--- src/rtl/riscv_lsu.sv ---
// riscv_lsu: load/store unit bridging a RISC-V core to a single-beat memory port.
// One access in flight; the request is latched in IDLE, and the memory side is
// driven only from those latches. Load data is lane-shifted and extended on
// return. Each memory handshake phase is guarded by a cycle-count timeout.
module riscv_lsu #(
    parameter int                DATA_W    = 32,
    parameter int                ADDR_W    = 32,
    parameter logic [ADDR_W-1:0] MMIO_BASE = 32'hFFFF_FC00,
    parameter int                TIMEOUT   = 255
) (
    input  logic                clk,
    input  logic                rst,
    input  logic                req_valid,
    output logic                req_ready,
    input  logic                req_we,
    input  logic [1:0]          req_size,
    input  logic                req_unsigned,
    input  logic [ADDR_W-1:0]   req_addr,
    input  logic [DATA_W-1:0]   req_wdata,
    output logic                resp_valid,
    output logic [DATA_W-1:0]   resp_rdata,
    output logic                resp_misalign,
    output logic                resp_timeout,
    output logic                mem_valid,
    input  logic                mem_ready,
    output logic                mem_we,
    output logic [DATA_W/8-1:0] mem_be,
    output logic [ADDR_W-1:0]   mem_addr,
    output logic [DATA_W-1:0]   mem_wdata,
    input  logic [DATA_W-1:0]   mem_rdata,
    input  logic                mem_rvalid,
    output logic                is_mmio
);

    localparam int NB    = DATA_W / 8;
    localparam int OFF_W = $clog2(NB);
    localparam int CNT_W = 16;

    typedef enum logic [1:0] {
        IDLE,
        ISSUE,
        WAIT,
        DONE
    } state_t;

    state_t              state_q, state_d;
    logic [CNT_W-1:0]    count_q, count_d;
    logic                memWe_q, memWe_d;
    logic                loadUnsigned_q, loadUnsigned_d;
    logic [1:0]          size_q, size_d;
    logic [OFF_W-1:0]    offset_q, offset_d;
    logic [ADDR_W-1:0]   memAddr_q, memAddr_d;
    logic [NB-1:0]       memBe_q, memBe_d;
    logic [DATA_W-1:0]   memWdata_q, memWdata_d;
    logic                isMmio_q, isMmio_d;
    logic                misalign_q, misalign_d;
    logic                timeout_q, timeout_d;
    logic [DATA_W-1:0]   respRdata_q, respRdata_d;

    logic [OFF_W-1:0]    reqOff;
    int                  reqBytes;
    logic                reqMisalign;
    logic [NB-1:0]       sizeMask;
    logic [DATA_W-1:0]   wdataMasked;
    logic [NB-1:0]       reqBe;
    logic [DATA_W-1:0]   reqWdata;
    logic [ADDR_W-1:0]   reqAddrAligned;
    logic                reqMmio;

    logic [DATA_W-1:0]   shiftedRdata;
    int                  loadBits;
    logic                signBit;
    logic [DATA_W-1:0]   loadData;

    // Decode the incoming request into lane enables, aligned write data and legality.
    always_comb begin
        reqOff      = req_addr[OFF_W-1:0];
        reqBytes    = 32'd1 << req_size;
        reqMisalign = 1'b0;
        unique case (req_size)
            2'd0:    reqMisalign = 1'b0;
            2'd1:    reqMisalign = req_addr[0];
            2'd2:    reqMisalign = (req_addr[1:0] != 2'b00);
            default: reqMisalign = (DATA_W == 32) || (req_addr[2:0] != 3'b000);
        endcase
        sizeMask    = '0;
        wdataMasked = '0;
        for (int b = 0; b < NB; b++) begin
            sizeMask[b]          = (b < reqBytes);
            wdataMasked[8*b +: 8] = (b < reqBytes) ? req_wdata[8*b +: 8] : 8'h00;
        end
        reqBe                      = sizeMask << reqOff;
        reqWdata                   = wdataMasked << {reqOff, 3'b000};
        reqAddrAligned             = req_addr;
        reqAddrAligned[OFF_W-1:0]  = '0;
        reqMmio                    = (req_addr >= MMIO_BASE);
    end

    // Shift returning data down to bit 0 and sign- or zero-extend from the access width.
    always_comb begin
        shiftedRdata = mem_rdata >> {offset_q, 3'b000};
        loadBits     = 32'd8 << size_q;
        if (loadBits > DATA_W) begin
            loadBits = DATA_W;
        end
        signBit = 1'b0;
        for (int i = 0; i < DATA_W; i++) begin
            if (i == loadBits - 1) begin
                signBit = shiftedRdata[i];
            end
        end
        loadData = '0;
        for (int i = 0; i < DATA_W; i++) begin
            loadData[i] = (i < loadBits) ? shiftedRdata[i] : (signBit & ~loadUnsigned_q);
        end
    end

    // Next-state logic: latch in IDLE, handshake with timeout in ISSUE/WAIT, one-cycle DONE.
    always_comb begin
        state_d        = state_q;
        count_d        = count_q;
        memWe_d        = memWe_q;
        loadUnsigned_d = loadUnsigned_q;
        size_d         = size_q;
        offset_d       = offset_q;
        memAddr_d      = memAddr_q;
        memBe_d        = memBe_q;
        memWdata_d     = memWdata_q;
        isMmio_d       = isMmio_q;
        misalign_d     = misalign_q;
        timeout_d      = timeout_q;
        respRdata_d    = respRdata_q;

        unique case (state_q)
            IDLE: begin
                if (req_valid) begin
                    memWe_d        = req_we;
                    loadUnsigned_d = req_unsigned;
                    size_d         = req_size;
                    offset_d       = reqOff;
                    memAddr_d      = reqAddrAligned;
                    memBe_d        = reqBe;
                    memWdata_d     = reqWdata;
                    isMmio_d       = reqMmio;
                    misalign_d     = reqMisalign;
                    timeout_d      = 1'b0;
                    count_d        = '0;
                    state_d        = reqMisalign ? DONE : ISSUE;
                end
            end
            ISSUE: begin
                if (mem_ready) begin
                    count_d = '0;
                    state_d = memWe_q ? DONE : WAIT;
                end else if (count_q == CNT_W'(TIMEOUT - 1)) begin
                    timeout_d = 1'b1;
                    state_d   = DONE;
                end else begin
                    count_d = count_q + 1'b1;
                end
            end
            WAIT: begin
                if (mem_rvalid) begin
                    respRdata_d = loadData;
                    state_d     = DONE;
                end else if (count_q == CNT_W'(TIMEOUT - 1)) begin
                    timeout_d = 1'b1;
                    state_d   = DONE;
                end else begin
                    count_d = count_q + 1'b1;
                end
            end
            DONE: begin
                state_d = IDLE;
            end
            default: begin
                state_d = IDLE;
            end
        endcase
    end

    // State and latch registers; reset abandons any access in flight without a response.
    always_ff @(posedge clk or posedge rst) begin
        if (rst) begin
            state_q        <= IDLE;
            count_q        <= '0;
            memWe_q        <= 1'b0;
            loadUnsigned_q <= 1'b0;
            size_q         <= 2'd0;
            offset_q       <= '0;
            memAddr_q      <= '0;
            memBe_q        <= '0;
            memWdata_q     <= '0;
            isMmio_q       <= 1'b0;
            misalign_q     <= 1'b0;
            timeout_q      <= 1'b0;
            respRdata_q    <= '0;
        end else begin
            state_q        <= state_d;
            count_q        <= count_d;
            memWe_q        <= memWe_d;
            loadUnsigned_q <= loadUnsigned_d;
            size_q         <= size_d;
            offset_q       <= offset_d;
            memAddr_q      <= memAddr_d;
            memBe_q        <= memBe_d;
            memWdata_q     <= memWdata_d;
            isMmio_q       <= isMmio_d;
            misalign_q     <= misalign_d;
            timeout_q      <= timeout_d;
            respRdata_q    <= respRdata_d;
        end
    end

    assign req_ready     = (state_q == IDLE);
    assign mem_valid     = (state_q == ISSUE);
    assign resp_valid    = (state_q == DONE);
    assign resp_misalign = (state_q == DONE) & misalign_q;
    assign resp_timeout  = (state_q == DONE) & timeout_q;
    assign resp_rdata    = respRdata_q;
    assign mem_we        = memWe_q;
    assign mem_be        = memBe_q;
    assign mem_addr      = memAddr_q;
    assign mem_wdata     = memWdata_q;
    assign is_mmio       = isMmio_q;

endmodule

--- config.mk ---
export PLATFORM = sky130hd
export DESIGN_NAME = riscv_lsu
export DESIGN_NICKNAME = d
export VERILOG_FILES = /design/src/rtl/riscv_lsu.sv
export SDC_FILE = /design/constraint.sdc
export NUM_CORES = 1
export LEC_CHECK = 0
export CAP_MARGIN = 10
export CELL_PAD_IN_SITES_DETAIL_PLACEMENT = 2
export CELL_PAD_IN_SITES_GLOBAL_PLACEMENT = 2
export CORE_MARGIN = 10
export CORE_UTILIZATION = 29
export CTS_BUF_LIST = sky130_fd_sc_hd__clkbuf_8
export CTS_CLUSTER_DIAMETER = 120
export DETAILED_ROUTE_END_ITERATION = 8
export PLACE_DENSITY = 0.8
export SETUP_SLACK_MARGIN = 0.4
export SYNTH_ARGS = -nofsm -noshare
export SYNTH_HDL_FRONTEND = slang
export SYNTH_SLANG_ARGS = --single-unit
--- constraint.sdc ---
create_clock -name clk -period 4.8 [get_ports clk]
set_clock_uncertainty 0.1 [all_clocks]
set_input_delay 0.72 -clock clk [delete_from_list [all_inputs] [get_ports clk]]
set_output_delay 0.72 -clock clk [all_outputs]
set_load 0.01 [all_outputs]
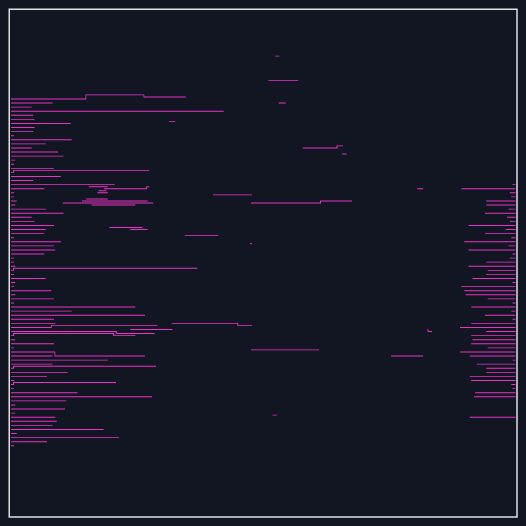
**Above:** metal 3.
Drawn at 3 px/um.
longest straight run: 70.6 um
nets with wire on the layer: 156
global routing met3 resource utilization: 0.07156
routed via count: 5,786
Post-Route WL: 25,240 um

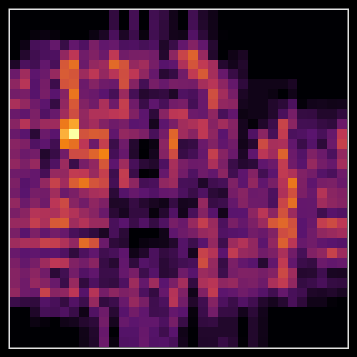
**Above:** routed metal per tile.
Drawn at 2 px/um. The die is cut into 34 by 34 equal tiles; black is low, pale yellow is high, scaled to the fullest tile. Values are wire area over tile area, all layers added.
densest ninth of the die: west
tiles over half the peak: 8.4%
emptiest ninth of the die: north-east
mean over tiles: 0.14
nearly empty tiles: 17%

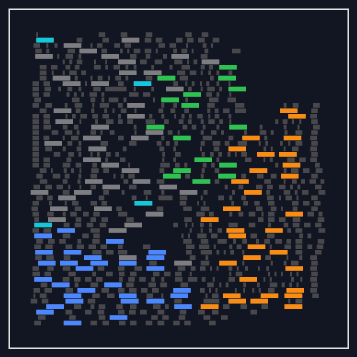
**Above:** sequential cells grouped by signal name.
Drawn at 2 px/um.
[mem_addr] blue | placed flops: 30
[mem_be] cyan | placed flops: 4
[resp_rdata] orange | placed flops: 32
[count_q] green | placed flops: 16
not coloured: 43

==> run notes <==
Update from the flow run.

The tightest hold path in the finished design has a slack of 385.8 ps. The logic gate share of total power is 0.486. The number of global-route vias before repair is about 6,600.

Power spread over the standard cell area amounts to 593.5 nW/um^2. The largest net degree at the start of global routing is 76. For this block, wires on met1 add up to between 10,000 and 15,000 um. The slowest stage of the critical path is the sky130_fd_sc_hd__o221ai_2 cell.

The worst slack at placement is ~1500 ps. The count of buffer and inverter cells on the critical path is 2. In this run the number of H-tree levels came out at 4. The layout overhead on the synthesized area is 42.47%. The number of setup buffers added after CTS is 0. Ranking logic cells in the layout by count gives the top entries sky130_fd_sc_hd__clkdlybuf4s50_1 (209), sky130_fd_sc_hd__dfrtp_1 (125), sky130_fd_sc_hd__mux2_2 (58). Summed over all failing endpoints, the final setup total negative slack is 0 ps.

The clock slew at the register clock pins of the worst setup and hold paths is 80 ps. The multi-input logic area is 3043 um^2. The highest attainable clock frequency is 308.6 MHz. The path class of the lowest-slack min-delay path is flop to flop. For the completed layout, the total cell area is recorded as 9138 um^2. The power report attributes to the sequential group a share of 0.334. The worst-case headroom to the max-slew limit is 0.2766. The most used flip-flop cell after synthesis is sky130_fd_sc_hd__dfrtp_1.

The first global-routing pass estimated 39,720 um of wire. Setup repair after global routing left no endpoint under its margin. Looking at area per cell type in the netlist, the leader is sky130_fd_sc_hd__dfrtp_1. The family with the most delay on the worst path is AND-OR/OR-AND gates. The pin slew with the least headroom to its limit is 1081 ps. The clock drives 125 sinks. The most common logic cell in the routed design is sky130_fd_sc_hd__clkdlybuf4s50_1. The hold buffer count at CTS is 0.

The average instance area after synthesis is 10.28 um^2. The number of library cell types mapped by synthesis is 53. For this run, the script counts the antenna cells in the layout as 0. The run finished with clean final reports. The cell-mix breakdown from Yosys lists the adder-cell area share as 0.02146.

The DRC violation total left in the routed layout is recorded as 0. The power in the clock group is 975 uW. Data arrives at the worst endpoint at 3420 ps. The combinational power is about 2600 uW. The proportion of synthesized flip-flops having asynchronous set or reset is 1.000. The count of buffers added on input and output ports is 209.

In this design, the critical path's most frequently occurring cell is sky130_fd_sc_hd__ha_1. The timing report gives the worst reg2reg path a setup slack of 1560 ps. The beginning of the worst register-to-register path is size_q[1]$_DFFE_PP0P_. The layout summary lists the proportion of cells stronger than drive strength 1 as 0.1282. The endpoint identified for the worst register-to-register timing path is resp_rdata[25]$_DFFE_PP0P_. The cell count along the critical path is 10. The placeable core area is 21,820 um^2.

The leading power group is combinational logic. In the setup report, the worst path falls into the class flop to flop. In the final layout, the fill cell count is 2,304. The count of non-filler cells in the finished layout is 1,107. The die height is between 150 and 200 um. The layout clock buffer count is 17. In this run the most used layer during global routing was met2.

The critical path startpoint is size_q[1]$_DFFE_PP0P_. The initial antenna violation count is 0. Hold analysis lists the worst path endpoint as mem_be[1]$_DFFE_PP0P_. Among the non-sequential cells, AND-OR/OR-AND gates take the most area. The master cell of the clock root buffer is sky130_fd_sc_hd__clkbuf_8. The number of non-clock inverters is 14. The post-synthesis simple-gate area fraction is 0.1198.

After detailed placement, the total cell area comes to 8733 um^2. Once routing completed, OpenROAD measured the worst setup slack at ~1600 ps. The worst hold path passes through 2 cells. The number of storage elements in the synthesis netlist is ~130. The floorplan step defined a die boundary enclosing 28,460 um^2.

The number of synthesis warnings is 0. The cell group occupying the most layout area is registers. Summed over all nets, the switching power comes to 2167 uW. The routed via count divided by cell count is 5.227.

The number of non-clock buffers in the layout is roughly 220. The routed wirelength normalized by instance count is ~23 um. According to the tapcell log, the count of inserted taps is 280. The met1 usage in global routing is 0.2047. The number of rows created at floorplan is 54.

The flip-flop and latch area is 3128 um^2. The met2 track utilization from global routing is 0.2913. The number of warning messages in the logs is 32. The finished design was reported to have a net count of 930. The area fraction of the largest cell type after synthesis is 0.4877. Multi-input logic gates represent a cell area share of 0.3330.

Detailed-route iteration 0 reported a violation count of 277. The highest fanout seen on the critical path is 16. TritonCTS built the clock tree. Multi-input combinational cells in the finished layout were counted as ~440. For this configuration, the core starts out at a cell density of 0.2939. The final weighted congestion in routability-driven placement is about 0.82. The switching portion of total power comes to 0.3996. The share of cell area taken by muxes after synthesis is 0.1350. The number of cells on the worst reg-to-reg path is 10. The time the worst path needs with I/O delays and setup is 3240 ps.

The internal power of the cells totals 3256 uW. Note, the detailed placer reported a final HPWL of 19,140 um. The chip area line of the yosys report is 6414 um^2. The largest single stage delay on the critical path is slightly above 700 ps. Of all the cell area in the finished design, non-clock buffers hold 0.2361.

The main area contributors are sky130_fd_sc_hd__dfrtp_1 (49%), sky130_fd_sc_hd__mux2_2 (10%), sky130_fd_sc_hd__o21ai_0 (4.1%). The compound-gate portion of the synthesized area is 0.1927. The final-layout clock-cell area share is 0.04423.

The final-report setup violation count is 0. The global router's overall resource usage is 0.1740. STA classifies the critical path startpoint as a flop. From left edge to right edge, the die measures roughly 170 um.

The report counts max-capacitance violations totalling 0. The final timing summary puts the cycle share of the worst path at 0.6751. The final timing report lists a hold violation count of 0. The startpoint identified for the worst hold timing path is mem_be[1]$_DFFE_PP0P_. Per report_power, the Sequential row totals 1810 uW. The final timing report lists a max-slew violation count of 0.

Detailed routing placed a total of 12,340 um of wire on met2. STA puts the critical path data required time at 4980 ps. In this run the count of I/O pins placed on the die edge is 212. The length of the first detailed-routing pass in iterations is 4.

The post-CTS resize count is 0. Yosys mapped a number of flops with a built-in enable equal to 0. The summed instance area of the synthesized netlist is roughly 6400 um^2. Summed over all layers, the global routing overflow is 0. The clock tree buffer depth is 2. The number of flip-flops and latches is 125.
No activity file was given, so power comes from the tool's default toggle rates.
